==> src/rtl/freespace_update_arbiter_pkg.sv <==
// Shared constants and output-slot state encoding for the freespace update merger.
package freespace_update_arbiter_pkg;

    localparam int DEFAULT_PACKET_BITS = 97;
    localparam int DEFAULT_VALID_BIT   = DEFAULT_PACKET_BITS - 1;

    typedef enum logic {
        SLOT_EMPTY = 1'b0,
        SLOT_FULL  = 1'b1
    } slot_state_e;

endpackage

==> src/rtl/freespace_update_arbiter_rr.sv <==
// Combinational round-robin picker: first requester strictly after ptr, wrapping modulo NUM_REQ.
module rr_arbiter #(
    parameter int NUM_REQ  = 7,
    parameter int IDX_BITS = 3
) (
    input  logic [NUM_REQ-1:0]  req,
    input  logic [IDX_BITS-1:0] ptr,
    input  logic                enable,
    output logic [NUM_REQ-1:0]  grant,
    output logic [IDX_BITS-1:0] grant_idx,
    output logic                grant_valid
);

    always_comb begin : search
        int                cand;
        logic [IDX_BITS-1:0] cand_idx;
        grant       = '0;
        grant_idx   = '0;
        grant_valid = 1'b0;
        cand        = 0;
        cand_idx    = '0;
        if (enable) begin
            for (int k = 1; k <= NUM_REQ; k++) begin
                cand     = (int'(ptr) + k) % NUM_REQ;
                cand_idx = IDX_BITS'(cand);
                if (!grant_valid && req[cand_idx]) begin
                    grant_valid     = 1'b1;
                    grant[cand_idx] = 1'b1;
                    grant_idx       = cand_idx;
                end
            end
        end
    end

endmodule

==> src/rtl/freespace_update_arbiter.sv <==
// Merges per-port freespace credit packets into one registered stream with
// per-port coalescing hold registers and round-robin arbitration.
module freespace_update_arbiter
    import freespace_update_arbiter_pkg::*;
#(
    parameter int PACKET_BITS   = DEFAULT_PACKET_BITS,
    parameter int NUM_IN_PORTS  = 7,
    parameter int PORT_IDX_BITS = 3,
    parameter int CNT_BITS      = 16
) (
    input  logic                              clk,
    input  logic                              reset,
    input  logic [NUM_IN_PORTS-1:0]           freespace_update,
    input  logic [PACKET_BITS*NUM_IN_PORTS-1:0] packet_from_input_ports,
    output logic [PACKET_BITS-1:0]            stream_out,
    input  logic                              out_ack,
    output logic [NUM_IN_PORTS-1:0]           pending,
    output logic [CNT_BITS*NUM_IN_PORTS-1:0]  coalesce_cnt,
    output logic                              arb_busy
);

    localparam int VALID_BIT = PACKET_BITS - 1;
    localparam logic [PORT_IDX_BITS-1:0] RR_RESET = PORT_IDX_BITS'(NUM_IN_PORTS - 1);

    slot_state_e                slot_state;
    slot_state_e                slot_next;
    logic                       slot_full;
    logic                       slot_free;
    logic [VALID_BIT-1:0]       out_payload;
    logic [PORT_IDX_BITS-1:0]   rr_ptr;
    logic [NUM_IN_PORTS-1:0]    grant;
    logic [PORT_IDX_BITS-1:0]   grant_idx;
    logic                       grant_valid;
    logic [PACKET_BITS-1:0]     hold_pkt [NUM_IN_PORTS];

    rr_arbiter #(
        .NUM_REQ  (NUM_IN_PORTS),
        .IDX_BITS (PORT_IDX_BITS)
    ) u_rr (
        .req         (pending),
        .ptr         (rr_ptr),
        .enable      (slot_free),
        .grant       (grant),
        .grant_idx   (grant_idx),
        .grant_valid (grant_valid)
    );

    always_ff @(posedge clk or negedge reset) begin
        if (!reset) begin
            slot_state <= SLOT_EMPTY;
        end else begin
            slot_state <= slot_next;
        end
    end

    always_comb begin
        slot_next = slot_state;
        if (grant_valid) begin
            slot_next = SLOT_FULL;
        end else if (slot_state == SLOT_FULL && out_ack) begin
            slot_next = SLOT_EMPTY;
        end
    end

    // The slot can take a new packet in the same cycle its current one is acked.
    always_comb begin
        slot_full = (slot_state == SLOT_FULL);
        slot_free = !slot_full || out_ack;
    end

    always_ff @(posedge clk or negedge reset) begin
        if (!reset) begin
            out_payload <= '0;
            rr_ptr      <= RR_RESET;
        end else if (grant_valid) begin
            out_payload <= hold_pkt[grant_idx][VALID_BIT-1:0];
            rr_ptr      <= grant_idx;
        end
    end

    assign stream_out = {slot_full, out_payload};
    assign arb_busy   = (|pending) | slot_full;

    for (genvar i = 0; i < NUM_IN_PORTS; i++) begin : g_port
        logic [PACKET_BITS-1:0] hold_q;
        logic                   pend_q;
        logic [CNT_BITS-1:0]    cnt_q;

        // An update that lands while the old packet is leaving is not a coalesce.
        always_ff @(posedge clk or negedge reset) begin
            if (!reset) begin
                hold_q <= '0;
                pend_q <= 1'b0;
                cnt_q  <= '0;
            end else if (freespace_update[i]) begin
                hold_q <= packet_from_input_ports[PACKET_BITS*i +: PACKET_BITS];
                pend_q <= 1'b1;
                if (pend_q && !grant[i] && cnt_q != {CNT_BITS{1'b1}}) begin
                    cnt_q <= cnt_q + CNT_BITS'(1);
                end
            end else if (grant[i]) begin
                pend_q <= 1'b0;
            end
        end

        assign hold_pkt[i]                        = hold_q;
        assign pending[i]                         = pend_q;
        assign coalesce_cnt[CNT_BITS*i +: CNT_BITS] = cnt_q;
    end

endmodule

==> config.mk <==
export PLATFORM = sky130hd
export DESIGN_NAME = freespace_update_arbiter
export DESIGN_NICKNAME = d
export VERILOG_FILES = /design/src/rtl/freespace_update_arbiter_pkg.sv /design/src/rtl/freespace_update_arbiter_rr.sv /design/src/rtl/freespace_update_arbiter.sv
export SDC_FILE = /design/constraint.sdc
export NUM_CORES = 2
export LEC_CHECK = 0
export CAP_MARGIN = 0
export CORE_AREA = 2 2 356 358
export DETAILED_ROUTE_END_ITERATION = 12
export DIE_AREA = 0 0 358 360
export GPL_ROUTABILITY_DRIVEN = 1
export GPL_TIMING_DRIVEN = 0
export HOLD_SLACK_MARGIN = 0.02
export SYNTH_ARGS = -nofsm -noshare
export SYNTH_HDL_FRONTEND = slang
export SYNTH_SLANG_ARGS = --single-unit
export TNS_END_PERCENT = 5
==> constraint.sdc <==
create_clock -name clk -period 16.85 [get_ports clk]
set_clock_uncertainty 0.15 [all_clocks]
set_input_delay 2.5275 -clock clk [delete_from_list [all_inputs] [get_ports clk]]
set_output_delay 2.5275 -clock clk [all_outputs]
set_load 0.1 [all_outputs]
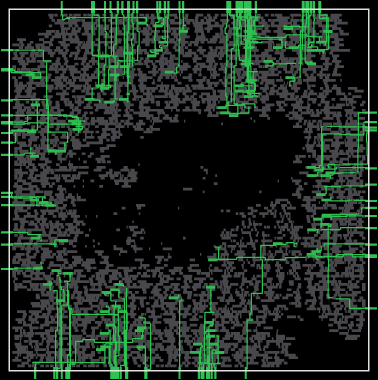
io_fan.png
Scale: 1 px per um.
Key: stream_out = green [bits 97, direction output, edge 40 north, 27 south, 16 west, 14 east, end cells 97, buffers 98, wire 7430 um]
count of input and output buffers: 891
number of top-level pins: 906

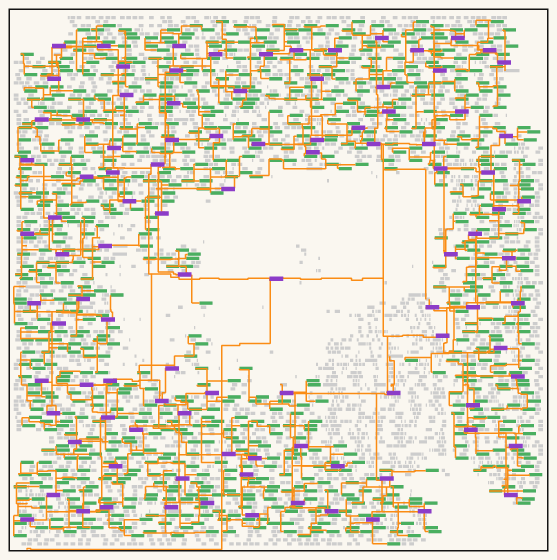
clk_routes.png
Scale: 1.5 px per um.
Key: flip-flops = green [count 891]; clock drivers = purple [count 101]; clock wires = orange [length 12700 um]
Position of the flops: widely spread.
later-pin clock latency in the skew report: 0.70 ns
Clock net power: 2.28 mW
fraction of power consumed by the clock network: 17.6%

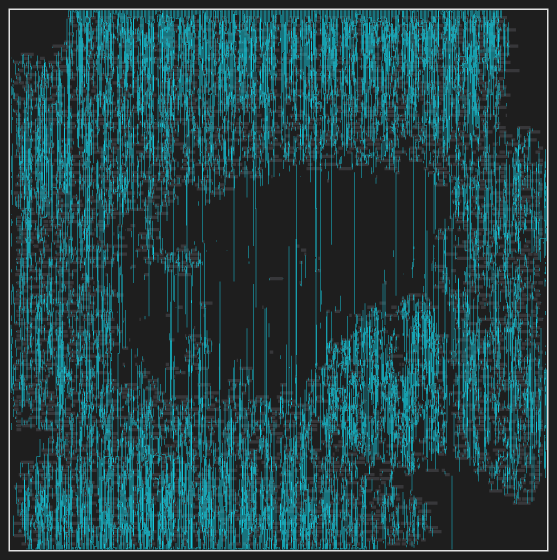
layer_met2.png
Scale: 1.5 px per um. Cells faint in the background.
The wires run mostly vertical. The layer holds 48% of the routed length. The longest straight run is 159 um. 4455 nets have wire on it.
total vias in the final route: 31390
Detailed Route WL: 167200 um
global routing usage on met2: 41.23%

==> impl_results.html <==
<h2>Implementation results</h2>
<table>
<tr><th>Metric</th><th>Value</th></tr>
<tr><th colspan="2">Status</th></tr>
<tr><td>Run status</td><td>completed</td></tr>
<tr><th colspan="2">GRT</th></tr>
<tr><td>Residual overflow from global routing</td><td>0</td></tr>
<tr><td>Number of antenna violations at the first check in global routing</td><td>81</td></tr>
<tr><td>Wire length of the first global-routing pass</td><td>235600 um</td></tr>
<tr><th colspan="2">Setup path</th></tr>
<tr><td>Family with the most delay on the worst path</td><td>buffers and inverters</td></tr>
<tr><td>Crit end category</td><td>flip-flop</td></tr>
<tr><td>Critical path launch point</td><td>rr_ptr[0]</td></tr>
<tr><td>R2r endpoint</td><td>out_payload[18]</td></tr>
<tr><td>Highest fanout seen on the critical path</td><td>10</td></tr>
<tr><th colspan="2">Power</th></tr>
<tr><td>Reported leakage power</td><td>23.25 nW</td></tr>
<tr><td>Share of power burned in combinational logic</td><td>just over 60%</td></tr>
<tr><th colspan="2">Floorplanning</th></tr>
<tr><td>Total number of placement rows</td><td>130</td></tr>
<tr><td>Core footprint</td><td>124900 um2</td></tr>
<tr><td>Tap Cells</td><td>between 1500 and 2000</td></tr>
<tr><td>Vert. Die Dim</td><td>360 um</td></tr>
<tr><th colspan="2">Final layout</th></tr>
<tr><td>Largest area class, layout</td><td>sequential cells</td></tr>
<tr><td>Fraction of final layout cells sized beyond drive strength 1</td><td>about 24%</td></tr>
<tr><td>Net count, final</td><td>approximately 4900</td></tr>
<tr><td>Ant diodes</td><td>45</td></tr>
<tr><td>Total area of multi-input combinational cells</td><td>18100 um2</td></tr>
<tr><td>FF/Latch Area</td><td>around 22000 um2</td></tr>
<tr><td>Number of flip-flops in the largest register</td><td>approximately 670</td></tr>
<tr><td>Share of the final layout cell area in sequential cells</td><td>~40%</td></tr>
<tr><th colspan="2">Yosys</th></tr>
<tr><td>Synth Warn #</td><td>0</td></tr>
<tr><td>Top post-synthesis cells by count</td><td>dfrtp_1, mux2_2, mux2i_1</td></tr>
<tr><td>XOR/XNOR Fraction of Synth Area</td><td>2.532%</td></tr>
<tr><td>Cell count after synthesis</td><td>3146</td></tr>
<tr><td>Top cells by area, synth</td><td>dfrtp_1, mux2_2, mux2i_1</td></tr>
<tr><td>Compound Share, Synth</td><td>7.926%</td></tr>
<tr><td>Mux cell area share</td><td>roughly a quarter</td></tr>
<tr><td>Ys cells</td><td>3146</td></tr>
<tr><th colspan="2">Clock tree</th></tr>
<tr><td>CTS Buf Count</td><td>~100</td></tr>
<tr><td>TritonCTS clock tree</td><td>built</td></tr>
<tr><th colspan="2">Placed design</th></tr>
<tr><td>HPWL after DPL</td><td>about 130000 um</td></tr>
<tr><td>Weighted congestion at the end of routability-driven global placement</td><td>0.9204</td></tr>
<tr><th colspan="2">Worst hold path</th></tr>
<tr><td>Worst Hold End</td><td>g_port[0].cnt_q[7]</td></tr>
<tr><td>Worst min-delay path category</td><td>reg -&gt; reg</td></tr>
<tr><th colspan="2">Drt</th></tr>
<tr><td>Initial detailed-routing violation count</td><td>2551</td></tr>
<tr><td>Wire per inst</td><td>about 28 um</td></tr>
<tr><th colspan="2">Timing</th></tr>
<tr><td>Max-slew violation total from the final report</td><td>0</td></tr>
<tr><td>Accumulated negative setup slack</td><td>0 ns</td></tr>
</table>
## routing by layer
metal  up-vias  share of wire, %  global-route usage, %
met5         -              0.19                      0
met4        44               2.9                  8.778
met3       275               6.4                  5.622
met2      1075                48                  41.23
met1     16270                42                  33.45
li1      13730                 -                      -
## per-stage QoR
stage,instance area (um2),total power [mW],cells,util (%)
2_1_floorplan,41610,8.099,3146,-
3_3_place_gp,52590,10.73,5687,42.10
3_5_place_dp,52830,10.73,5695,42.29
4_1_cts,56270,13.05,5878,45.04
5_1_grt,56370,13.61,5918,45.12
6_report,56380,12.98,5923,45.13
## cell families after synthesis
group | Yosys count
buffers and inverters | 254
XOR/XNOR | 116
adder cells (fa/ha/maj) | 28
AND-OR/OR-AND | 371
AND/OR/NAND/NOR | 511
multiplexers | 975
flip-flops | 891
Power is estimated from default activity; no workload was simulated.
